**Run 1: cell area per tile**

9 x 9 tiles, from black (low) to pale yellow (high), 0 to 100% covered.
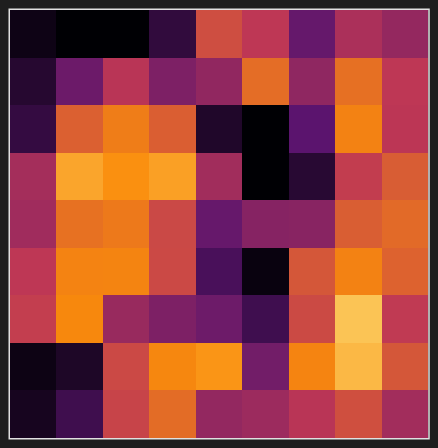
**Run 1: routed metal, one colour a layer**

Scale bar: 20 um. Only two layers are drawn.
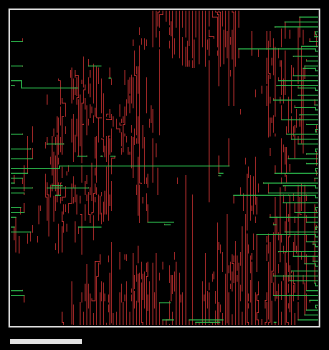
**Run 1: placement by cell class**

Scale bar: 20 um. Fill, decap, tap and diode cells in grey.
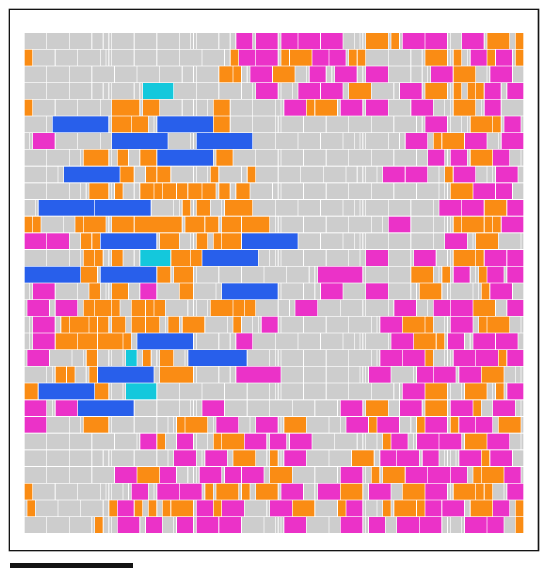
<file path="src/rtl/fft_frame_arbiter_if.sv">
// ---------------------------------------------------------------------------
// fft_frame_arbiter_if
// Bus bundle between the two AXI-Stream requesters, the FFT core input/config
// channels and the frame arbiter.
//
//   s0_* / s1_*   requester streams (tdata/tvalid/tlast/dir in, tready out)
//   m_*           core s_axis_data channel
//   cfg_*         core s_axis_config channel
//   grant         one-hot owner of the current frame
//   frame_err     1-cycle pulse on a length-mismatched frame close
//
// Modports:
//   master  arbiter side (drives m_*, cfg_*, sN_tready, grant, frame_err)
//   slave   environment side (requesters and core)
// ---------------------------------------------------------------------------
interface fft_frame_arbiter_if #(
    parameter int DW    = 48,
    parameter int CFG_W = 16
);
    logic [DW-1:0]    s0_tdata;
    logic             s0_tvalid;
    logic             s0_tlast;
    logic             s0_dir;
    logic             s0_tready;

    logic [DW-1:0]    s1_tdata;
    logic             s1_tvalid;
    logic             s1_tlast;
    logic             s1_dir;
    logic             s1_tready;

    logic [DW-1:0]    m_tdata;
    logic             m_tvalid;
    logic             m_tlast;
    logic             m_tready;

    logic [CFG_W-1:0] cfg_tdata;
    logic             cfg_tvalid;
    logic             cfg_tready;

    logic [1:0]       grant;
    logic             frame_err;

    modport master (
        input  s0_tdata, s0_tvalid, s0_tlast, s0_dir,
        output s0_tready,
        input  s1_tdata, s1_tvalid, s1_tlast, s1_dir,
        output s1_tready,
        output m_tdata, m_tvalid, m_tlast,
        input  m_tready,
        output cfg_tdata, cfg_tvalid,
        input  cfg_tready,
        output grant, frame_err
    );

    modport slave (
        output s0_tdata, s0_tvalid, s0_tlast, s0_dir,
        input  s0_tready,
        output s1_tdata, s1_tvalid, s1_tlast, s1_dir,
        input  s1_tready,
        input  m_tdata, m_tvalid, m_tlast,
        output m_tready,
        input  cfg_tdata, cfg_tvalid,
        output cfg_tready,
        input  grant, frame_err
    );
endinterface

</file>
<file path="src/rtl/fft_frame_arbiter.sv">
// ---------------------------------------------------------------------------
// fft_frame_arbiter
// Frame-granular round-robin scheduler sharing one FFT/IFFT core input
// between two AXI-Stream requesters. A direction config word is sent on the
// core config channel before a frame only when the direction changes (or
// none has been configured since reset). Frame length is policed against
// 2**NFFT_LOG2 beats; malformed frames are closed and flagged.
//
// Ports:
//   SYS_CLK    clock
//   SYS_RSTN   asynchronous active-low reset
//   bus        fft_frame_arbiter_if.master bundle (sources, core data,
//              core config, grant, frame_err)
// ---------------------------------------------------------------------------
module fft_frame_arbiter #(
    parameter int DW        = 48,
    parameter int NFFT_LOG2 = 9,
    parameter int CFG_W     = 16
) (
    input  logic                SYS_CLK,
    input  logic                SYS_RSTN,
    fft_frame_arbiter_if.master bus
);

    localparam logic [1:0] ST_IDLE = 2'd0;
    localparam logic [1:0] ST_CFG  = 2'd1;
    localparam logic [1:0] ST_XFER = 2'd2;

    localparam logic [NFFT_LOG2-1:0] CNT_LAST = '1;

    logic [1:0]           state_q,   state_d;
    logic                 owner_q,   owner_d;     // 0 = s0, 1 = s1
    logic [1:0]           grant_q,   grant_d;
    logic                 dir_q,     dir_d;       // direction latched at grant
    logic                 rr_q,      rr_d;        // round-robin pointer
    logic                 cfg_mem_q, cfg_mem_d;   // a direction has been configured
    logic                 cfg_dir_q, cfg_dir_d;   // last configured direction
    logic [NFFT_LOG2-1:0] cnt_q,     cnt_d;
    logic                 ferr_q,    ferr_d;

    // ---------------------------------------------------------------
    // Source mux toward the core (zero latency)
    // ---------------------------------------------------------------
    logic          src_tvalid;
    logic          src_tlast;
    logic [DW-1:0] src_tdata;

    assign src_tvalid = owner_q ? bus.s1_tvalid : bus.s0_tvalid;
    assign src_tlast  = owner_q ? bus.s1_tlast  : bus.s0_tlast;
    assign src_tdata  = owner_q ? bus.s1_tdata  : bus.s0_tdata;

    logic in_xfer;
    logic in_cfg;
    logic beat_hs;
    logic cnt_at_last;
    logic closing;

    assign in_xfer     = (state_q == ST_XFER);
    assign in_cfg      = (state_q == ST_CFG);
    assign beat_hs     = in_xfer & src_tvalid & bus.m_tready;
    assign cnt_at_last = (cnt_q == CNT_LAST);
    // A frame closes on the source's tlast or on the N-th beat, whichever first.
    assign closing     = beat_hs & (src_tlast | cnt_at_last);

    assign bus.m_tvalid = in_xfer & src_tvalid;
    assign bus.m_tdata  = in_xfer ? src_tdata : '0;
    // tlast is forced on the N-th beat even if the source omitted it.
    assign bus.m_tlast  = in_xfer & src_tvalid & (src_tlast | cnt_at_last);

    assign bus.s0_tready = in_xfer & ~owner_q & bus.m_tready;
    assign bus.s1_tready = in_xfer &  owner_q & bus.m_tready;

    // ---------------------------------------------------------------
    // Config word: {7'd0, dir, 3'b000, NFFT_LOG2[4:0]}
    // ---------------------------------------------------------------
    logic [CFG_W-1:0] cfg_word;

    always_comb begin
        cfg_word      = '0;
        cfg_word[8]   = dir_q;
        cfg_word[4:0] = NFFT_LOG2[4:0];
    end

    assign bus.cfg_tvalid = in_cfg;
    assign bus.cfg_tdata  = in_cfg ? cfg_word : '0;

    assign bus.grant     = grant_q;
    assign bus.frame_err = ferr_q;

    // ---------------------------------------------------------------
    // Arbitration: the pointer's source wins if it requests, otherwise
    // the other source. Expressed directly as the winner index.
    // ---------------------------------------------------------------
    logic any_req;
    logic winner;
    logic win_dir;
    logic need_cfg;

    assign any_req  = bus.s0_tvalid | bus.s1_tvalid;
    assign winner   = rr_q ? bus.s1_tvalid : ~bus.s0_tvalid;
    assign win_dir  = winner ? bus.s1_dir : bus.s0_dir;
    assign need_cfg = ~cfg_mem_q | (win_dir != cfg_dir_q);

    // ---------------------------------------------------------------
    // Next-state logic
    // ---------------------------------------------------------------
    always_comb begin
        state_d   = state_q;
        owner_d   = owner_q;
        grant_d   = grant_q;
        dir_d     = dir_q;
        rr_d      = rr_q;
        cfg_mem_d = cfg_mem_q;
        cfg_dir_d = cfg_dir_q;
        cnt_d     = cnt_q;
        ferr_d    = 1'b0;

        case (state_q)
            ST_IDLE: begin
                if (any_req) begin
                    owner_d = winner;
                    dir_d   = win_dir;
                    rr_d    = ~winner;
                    grant_d = winner ? 2'b10 : 2'b01;
                    state_d = need_cfg ? ST_CFG : ST_XFER;
                end
            end

            ST_CFG: begin
                if (bus.cfg_tready) begin
                    cfg_dir_d = dir_q;
                    cfg_mem_d = 1'b1;
                    state_d   = ST_XFER;
                end
            end

            ST_XFER: begin
                if (beat_hs) begin
                    if (closing) begin
                        cnt_d   = '0;
                        grant_d = 2'b00;
                        state_d = ST_IDLE;
                        // Error when exactly one of the two close conditions holds.
                        ferr_d  = src_tlast ^ cnt_at_last;
                    end else begin
                        cnt_d = cnt_q + 1'b1;
                    end
                end
            end

            default: begin
                state_d = ST_IDLE;
                grant_d = 2'b00;
                cnt_d   = '0;
            end
        endcase
    end

    // ---------------------------------------------------------------
    // State registers
    // ---------------------------------------------------------------
    always_ff @(posedge SYS_CLK or negedge SYS_RSTN) begin
        if (!SYS_RSTN) begin
            state_q   <= ST_IDLE;
            owner_q   <= 1'b0;
            grant_q   <= 2'b00;
            dir_q     <= 1'b0;
            rr_q      <= 1'b0;
            cfg_mem_q <= 1'b0;
            cfg_dir_q <= 1'b0;
            cnt_q     <= '0;
            ferr_q    <= 1'b0;
        end else begin
            state_q   <= state_d;
            owner_q   <= owner_d;
            grant_q   <= grant_d;
            dir_q     <= dir_d;
            rr_q      <= rr_d;
            cfg_mem_q <= cfg_mem_d;
            cfg_dir_q <= cfg_dir_d;
            cnt_q     <= cnt_d;
            ferr_q    <= ferr_d;
        end
    end

endmodule
</file>
<file path="src/flat_wrapper.sv">
// flat-port wrapper written by rule: the top's interface ports become plain ports
module fft_frame_arbiter_flat 
#(
    parameter int DW        = 48,
    parameter int NFFT_LOG2 = 9,
    parameter int CFG_W     = 16
)
  (SYS_CLK, SYS_RSTN, bus_s0_tdata, bus_s0_tvalid, bus_s0_tlast, bus_s0_dir, bus_s0_tready, bus_s1_tdata, bus_s1_tvalid, bus_s1_tlast, bus_s1_dir, bus_s1_tready, bus_m_tdata, bus_m_tvalid, bus_m_tlast, bus_m_tready, bus_cfg_tdata, bus_cfg_tvalid, bus_cfg_tready, bus_grant, bus_frame_err);
  fft_frame_arbiter_if #(.DW(DW), .CFG_W(CFG_W)) bus_i ();
  input  logic SYS_CLK;
  input  logic SYS_RSTN;
  input wire logic [$bits(bus_i.s0_tdata)-1:0] bus_s0_tdata;
  input wire logic [$bits(bus_i.s0_tvalid)-1:0] bus_s0_tvalid;
  input wire logic [$bits(bus_i.s0_tlast)-1:0] bus_s0_tlast;
  input wire logic [$bits(bus_i.s0_dir)-1:0] bus_s0_dir;
  output wire logic [$bits(bus_i.s0_tready)-1:0] bus_s0_tready;
  input wire logic [$bits(bus_i.s1_tdata)-1:0] bus_s1_tdata;
  input wire logic [$bits(bus_i.s1_tvalid)-1:0] bus_s1_tvalid;
  input wire logic [$bits(bus_i.s1_tlast)-1:0] bus_s1_tlast;
  input wire logic [$bits(bus_i.s1_dir)-1:0] bus_s1_dir;
  output wire logic [$bits(bus_i.s1_tready)-1:0] bus_s1_tready;
  output wire logic [$bits(bus_i.m_tdata)-1:0] bus_m_tdata;
  output wire logic [$bits(bus_i.m_tvalid)-1:0] bus_m_tvalid;
  output wire logic [$bits(bus_i.m_tlast)-1:0] bus_m_tlast;
  input wire logic [$bits(bus_i.m_tready)-1:0] bus_m_tready;
  output wire logic [$bits(bus_i.cfg_tdata)-1:0] bus_cfg_tdata;
  output wire logic [$bits(bus_i.cfg_tvalid)-1:0] bus_cfg_tvalid;
  input wire logic [$bits(bus_i.cfg_tready)-1:0] bus_cfg_tready;
  output wire logic [$bits(bus_i.grant)-1:0] bus_grant;
  output wire logic [$bits(bus_i.frame_err)-1:0] bus_frame_err;
  assign bus_i.s0_tdata = bus_s0_tdata;
  assign bus_i.s0_tvalid = bus_s0_tvalid;
  assign bus_i.s0_tlast = bus_s0_tlast;
  assign bus_i.s0_dir = bus_s0_dir;
  assign bus_s0_tready = bus_i.s0_tready;
  assign bus_i.s1_tdata = bus_s1_tdata;
  assign bus_i.s1_tvalid = bus_s1_tvalid;
  assign bus_i.s1_tlast = bus_s1_tlast;
  assign bus_i.s1_dir = bus_s1_dir;
  assign bus_s1_tready = bus_i.s1_tready;
  assign bus_m_tdata = bus_i.m_tdata;
  assign bus_m_tvalid = bus_i.m_tvalid;
  assign bus_m_tlast = bus_i.m_tlast;
  assign bus_i.m_tready = bus_m_tready;
  assign bus_cfg_tdata = bus_i.cfg_tdata;
  assign bus_cfg_tvalid = bus_i.cfg_tvalid;
  assign bus_i.cfg_tready = bus_cfg_tready;
  assign bus_grant = bus_i.grant;
  assign bus_frame_err = bus_i.frame_err;
  fft_frame_arbiter #(.DW(DW), .NFFT_LOG2(NFFT_LOG2), .CFG_W(CFG_W)) u_core (.SYS_CLK(SYS_CLK), .SYS_RSTN(SYS_RSTN), .bus(bus_i));
endmodule
</file>
<file path="config.mk">
export PLATFORM = sky130hd
export DESIGN_NAME = fft_frame_arbiter_flat
export DESIGN_NICKNAME = d
export VERILOG_FILES = /design/src/rtl/fft_frame_arbiter_if.sv /design/src/rtl/fft_frame_arbiter.sv /design/src/flat_wrapper.sv
export SDC_FILE = /design/constraint.sdc
export NUM_CORES = 1
export LEC_CHECK = 0
export CAP_MARGIN = 0
export CORE_AREA = 2 2 84 86
export DETAILED_ROUTE_END_ITERATION = 7
export DIE_AREA = 0 0 86 88
export MAX_ROUTING_LAYER = met4
export PLACE_DENSITY = 0.86
export SLEW_MARGIN = 0
export SYNTH_ARGS = -nofsm -noshare
export SYNTH_HDL_FRONTEND = slang
export SYNTH_SLANG_ARGS = --single-unit
</file>
<file path="constraint.sdc">
create_clock -name SYS_CLK -period 3.1 [get_ports SYS_CLK]
set_input_delay 0.62 -clock SYS_CLK [delete_from_list [all_inputs] [get_ports SYS_CLK]]
set_output_delay 0.62 -clock SYS_CLK [all_outputs]
set_load 0.05 [all_outputs]
</file>
==> Changelog: implementation, run 1 <==
### Implementation results

- R2R depth: 11
- FP Core Util: 29.0%
- Area leader, netlist: mux2i_1
- Num CTS Buffers: 3
- Drt first pass iters: 4
- Avg WL per Cell: 15.1 um
- Critical path's slowest cell: dfrtp_1
- Clock-cell share: 1.32%
- FMAX: 0.346 GHz
- Leak Pwr: 1.68 nW
- Cell Count, Final, Fillers Out: 470
- Max-cap viol count: 0
- Yosys warns: 0
- Post-Synthesis Cells: 237
- Comb_multi_in: 195
- Netlist Area Pre-Place: 1920 um2
- Initial antenna violation count: 1
- Seq share, synth: 24.7%
- Global-route wire length before repair: 10.6 mm
- Top logic family: multiplexers
- Period utilization: 93.2%
- Synth top cells by count: nor2_1 (54), mux2i_1 (53), dfrtp_1 (19)
- Placed Cells incl. Taps: 465
- Slew Limit Fails: 0
- Worst skew pair latency: 270 ps
- Height of the die: 88 um
- Worst-Margin Slew: 872 ps
- Clock Tree Buf Depth: 2
- CP delay by family, top: simple AND/OR/NAND/NOR gates
- Max reg flops: 9
- Synth cell types: 40
- VDD IR-drop max: 0.453 mV
- Dominant logic cell type in the layout: clkdlybuf4s50_1
- DRC errors left: 0
- Simple-Gate Area Share: 20.6%
- Worst Hold End: u_core.cnt_q[6]
- Registers, synthesis: 19
- Number of port buffers: 164
- Post-CTS Setup Bufs: 0
- Tapcell Cnt: 80
- RSZ-0062 raised after global routing: false
- Layout cells sized above 1: 16.7%
- CP Data Arrival Time: 2270 ps
- CTS tree: yes
- Vias in the first global route: 2163
- R2R setup slack: 540 ps
- Most numerous cell in the Yosys netlist: nor2_1
- Non-clk invs: 4
- Register area: 477 um2
- Number of enable flip-flop cells: 0
- Non-clock buffers: 167
- Compound-Gate Fraction of Synth Area: 12.6%
- Tool Warnings: 26
- Antenna Cells: 1
- CP startpoint kind: flip-flop
- Area growth syn-to-layout: 81.9%
- Sequential cell area share: 13.6%
- Final setup fails: 0
- Crit path from: u_core.cnt_q[0]
- Max-slew headroom: 41.7%
- Core ar.: 6640 um2
- Status: completed
- Most frequent logic cells in the routed design: clkdlybuf4s50_1 (112), nor2_1 (54), mux2i_1 (53), buf_4 (53), dfrtp_1 (18)
- Crit-path max cell delay: 400 ps
- Post-route ant nets: 0
- Routability congestion estimate: 0.897
- # rows: 30
- WP depth: 9
- P per Cell Area: 984 nW/um2
- Nets: 499
- CLK BUF: 3
- Required time of the critical path: 2480 ps
- Crit-path cells: ha_1 > and3_1 > and3_1 > and3_1 > ha_1 > inv_1 > ha_1 > nor3_2 > buf_12
- Max-area cell class: buffers
- Crit Path Max Fanout: 4
- Die area: 7570 um2
- Final HPWL DP: 5.78 mm
## Picture notes: 'cell area per tile'
emptiest ninth of the die	north-west
tiles over 75% full	7.4%
mean over tiles	45%
nearly empty tiles	4.9%

## Picture notes: 'routed metal, one colour a layer'
colour	layer	wire length
green	M3	622 um
red	M2	3380 um
routed wire length: 7.09 mm
total global routing track utilization: 18.2%
via count: 2241

## Picture notes: 'placement by cell class'
colour	class	cells	share of their area
blue	sequential cells	19	14%
cyan	clock drivers and dummy loads	4	1.4%
orange	remaining logic cells	199	39%
magenta	remaining buffers and delay cells	167	46%

## run 1: layer usage
metal	track usage [%]	share of wire, %	vias to the layer above
met4	8.37	3.4	0
met2	31.6	48	106
met5	-	0	-
li1	-	-	1108
met3	3.86	8.8	17
met1	20.0	40	1010
## run 1: per-stage QoR
stage                     total power, W  utilization [%]  hold WS [ps]  worst slack, ps  area (um2)
final                            0.00344             52.7           507              210        3500
after global routing             0.00361             52.7           542             75.9        3500
after CTS                        0.00346             52.7           510              188        3500
after detailed placement         0.00327             52.0           493              492        3450
after global placement           0.00323             52.0           483              570        3450
after floorplan                  0.00245                -           324              388        1970
## run 1: where the power goes
group	internal, W	switching, W
combinational	0.000960	0.00186
sequential	0.000314	0.000122
clock	0.0000900	0.0000977
total	0.00136	0.00208
==> inputs of run 2 (changes only) <==
--- a/config.mk
+++ b/config.mk
@@ -10,7 +10,7 @@
 export DETAILED_ROUTE_END_ITERATION = 7
 export DIE_AREA = 0 0 86 88
 export MAX_ROUTING_LAYER = met4
-export PLACE_DENSITY = 0.86
+export PLACE_DENSITY = 0.77
 export SLEW_MARGIN = 0
 export SYNTH_ARGS = -nofsm -noshare
 export SYNTH_HDL_FRONTEND = slang
==> Changelog: implementation, run 2 <==
### Implementation results

- Tool Warnings: 26
- CTS tree: yes
- Metal-1 WL: 2.74 mm
- FMAX: 0.347 GHz
- Crit Path Max Fanout: 4
- Avg WL per Cell: 14.4 um
- Total global routing track utilization: 17.3%
- Part of the power in the clock network: 5.0%
- Max reg flops: 9
- Antenna Cells: 0
- Power Total: 0.00342 W
- Hold Slack: 503 ps
- Drt first pass iters: 4
- Routed wire length: 6.79 mm
- Pre-CTS setup slack: 498 ps
- Int Power: 0.00136 W
- Post-CTS Setup Bufs: 0
- Number of enable flip-flop cells: 0
- Max-cap viol count: 0
- P per Cell Area: 977 nW/um2
- P_comb: 0.00279 W
- Via count: 2230
- Synth cell types: 40
- Seq pwr share: 13.3%
- Highest routed layer: met4
- Design area: 3500 um2
- CP Data Arrival Time: 2260 ps
- Util after Layout: 52.7%
- FP Core Util: 29.0%
- Clock Tree Buf Depth: 2
- Netlist Area Pre-Place: 1920 um2
- Setup WS post-layout: 215 ps
- Met3 wire length: 487 um
- Switch Pwr: 0.00206 W
- RSZ-0062 raised after global routing: false
- Number of port buffers: 164
- Routability congestion estimate: 0.830
- Seq share, synth: 24.7%
- Final HPWL DP: 5.60 mm
- Met2 usage: 31.9%
- Height of the die: 88 um
- Area leader, netlist: mux2i_1
- Compound-Gate Fraction of Synth Area: 12.6%
- Dominant logic cell type in the layout: clkdlybuf4s50_1
- Synth top cells by count: nor2_1 (54), mux2i_1 (53), dfrtp_1 (19)
- Global-route wire length before repair: 10.3 mm
- Layout cells sized above 1: 17.1%
- CP startpoint kind: flip-flop
- Max-slew headroom: 40.9%
- Final setup fails: 0
- Yosys warns: 0
- Placed Area: 3450 um2
- Placed Cells incl. Taps: 467
- Status: completed
- Power in sequential cells: 0.000455 W
- R2R depth: 11
- Grt met3 use: 1.89%
- Vias in the first global route: 2118
- Crit path from: u_core.cnt_q[0]
- Busiest grt layer: met2
- Die area: 7570 um2
- Logic gate share of total power: 81.7%
- Met1 Track Usage GR: 20.3%
- Initial antenna violation count: 0
run 2: cell type report:
type | instances | area [um2]
sequential | 19 | 477
multi-input combinational | 195 | 1300
clock buffer | 3 | 41.3
inverter | 4 | 15.0
clock inverter | 1 | 5.00
timing repair buffer | 169 | 1560
fill | 626 | 3140
tap | 80 | 100
run 2: cells by family (layout without fill, tap and decap cells):
family / count (synthesis) / count (layout)
buffers and inverters: 35 / 177
DFF: 19 / 19
and+or+nand+nor: 89 / 89
adders and majority gates: 3 / 3
other: 1 / 13
AOI/OAI and AO/OA: 34 / 34
muxes: 56 / 56
run 2: worst max-delay path: stages (launching register included):
cell,delay [ps]
dfrtp_1,400
ha_1,200
and3_1,200
and3_1,200
and3_1,160
ha_1,130
inv_1,40
ha_1,230
nor3_2,260
buf_12,180
**Run 2: cell area per tile**

9 x 9 tiles, from black (low) to pale yellow (high), 0 to 100% covered.
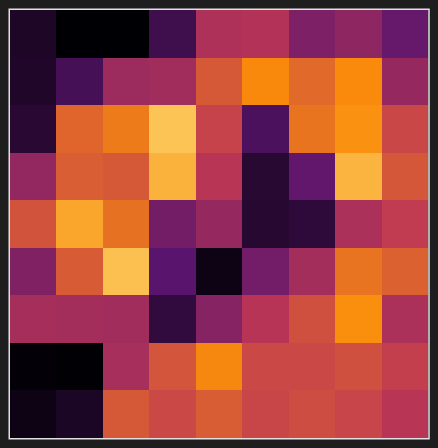
densest ninth of the die	west
nearly empty tiles	4.9%
mean over tiles	45%
fullest tile	87%

No activity file was given, so power comes from the tool's default toggle rates.
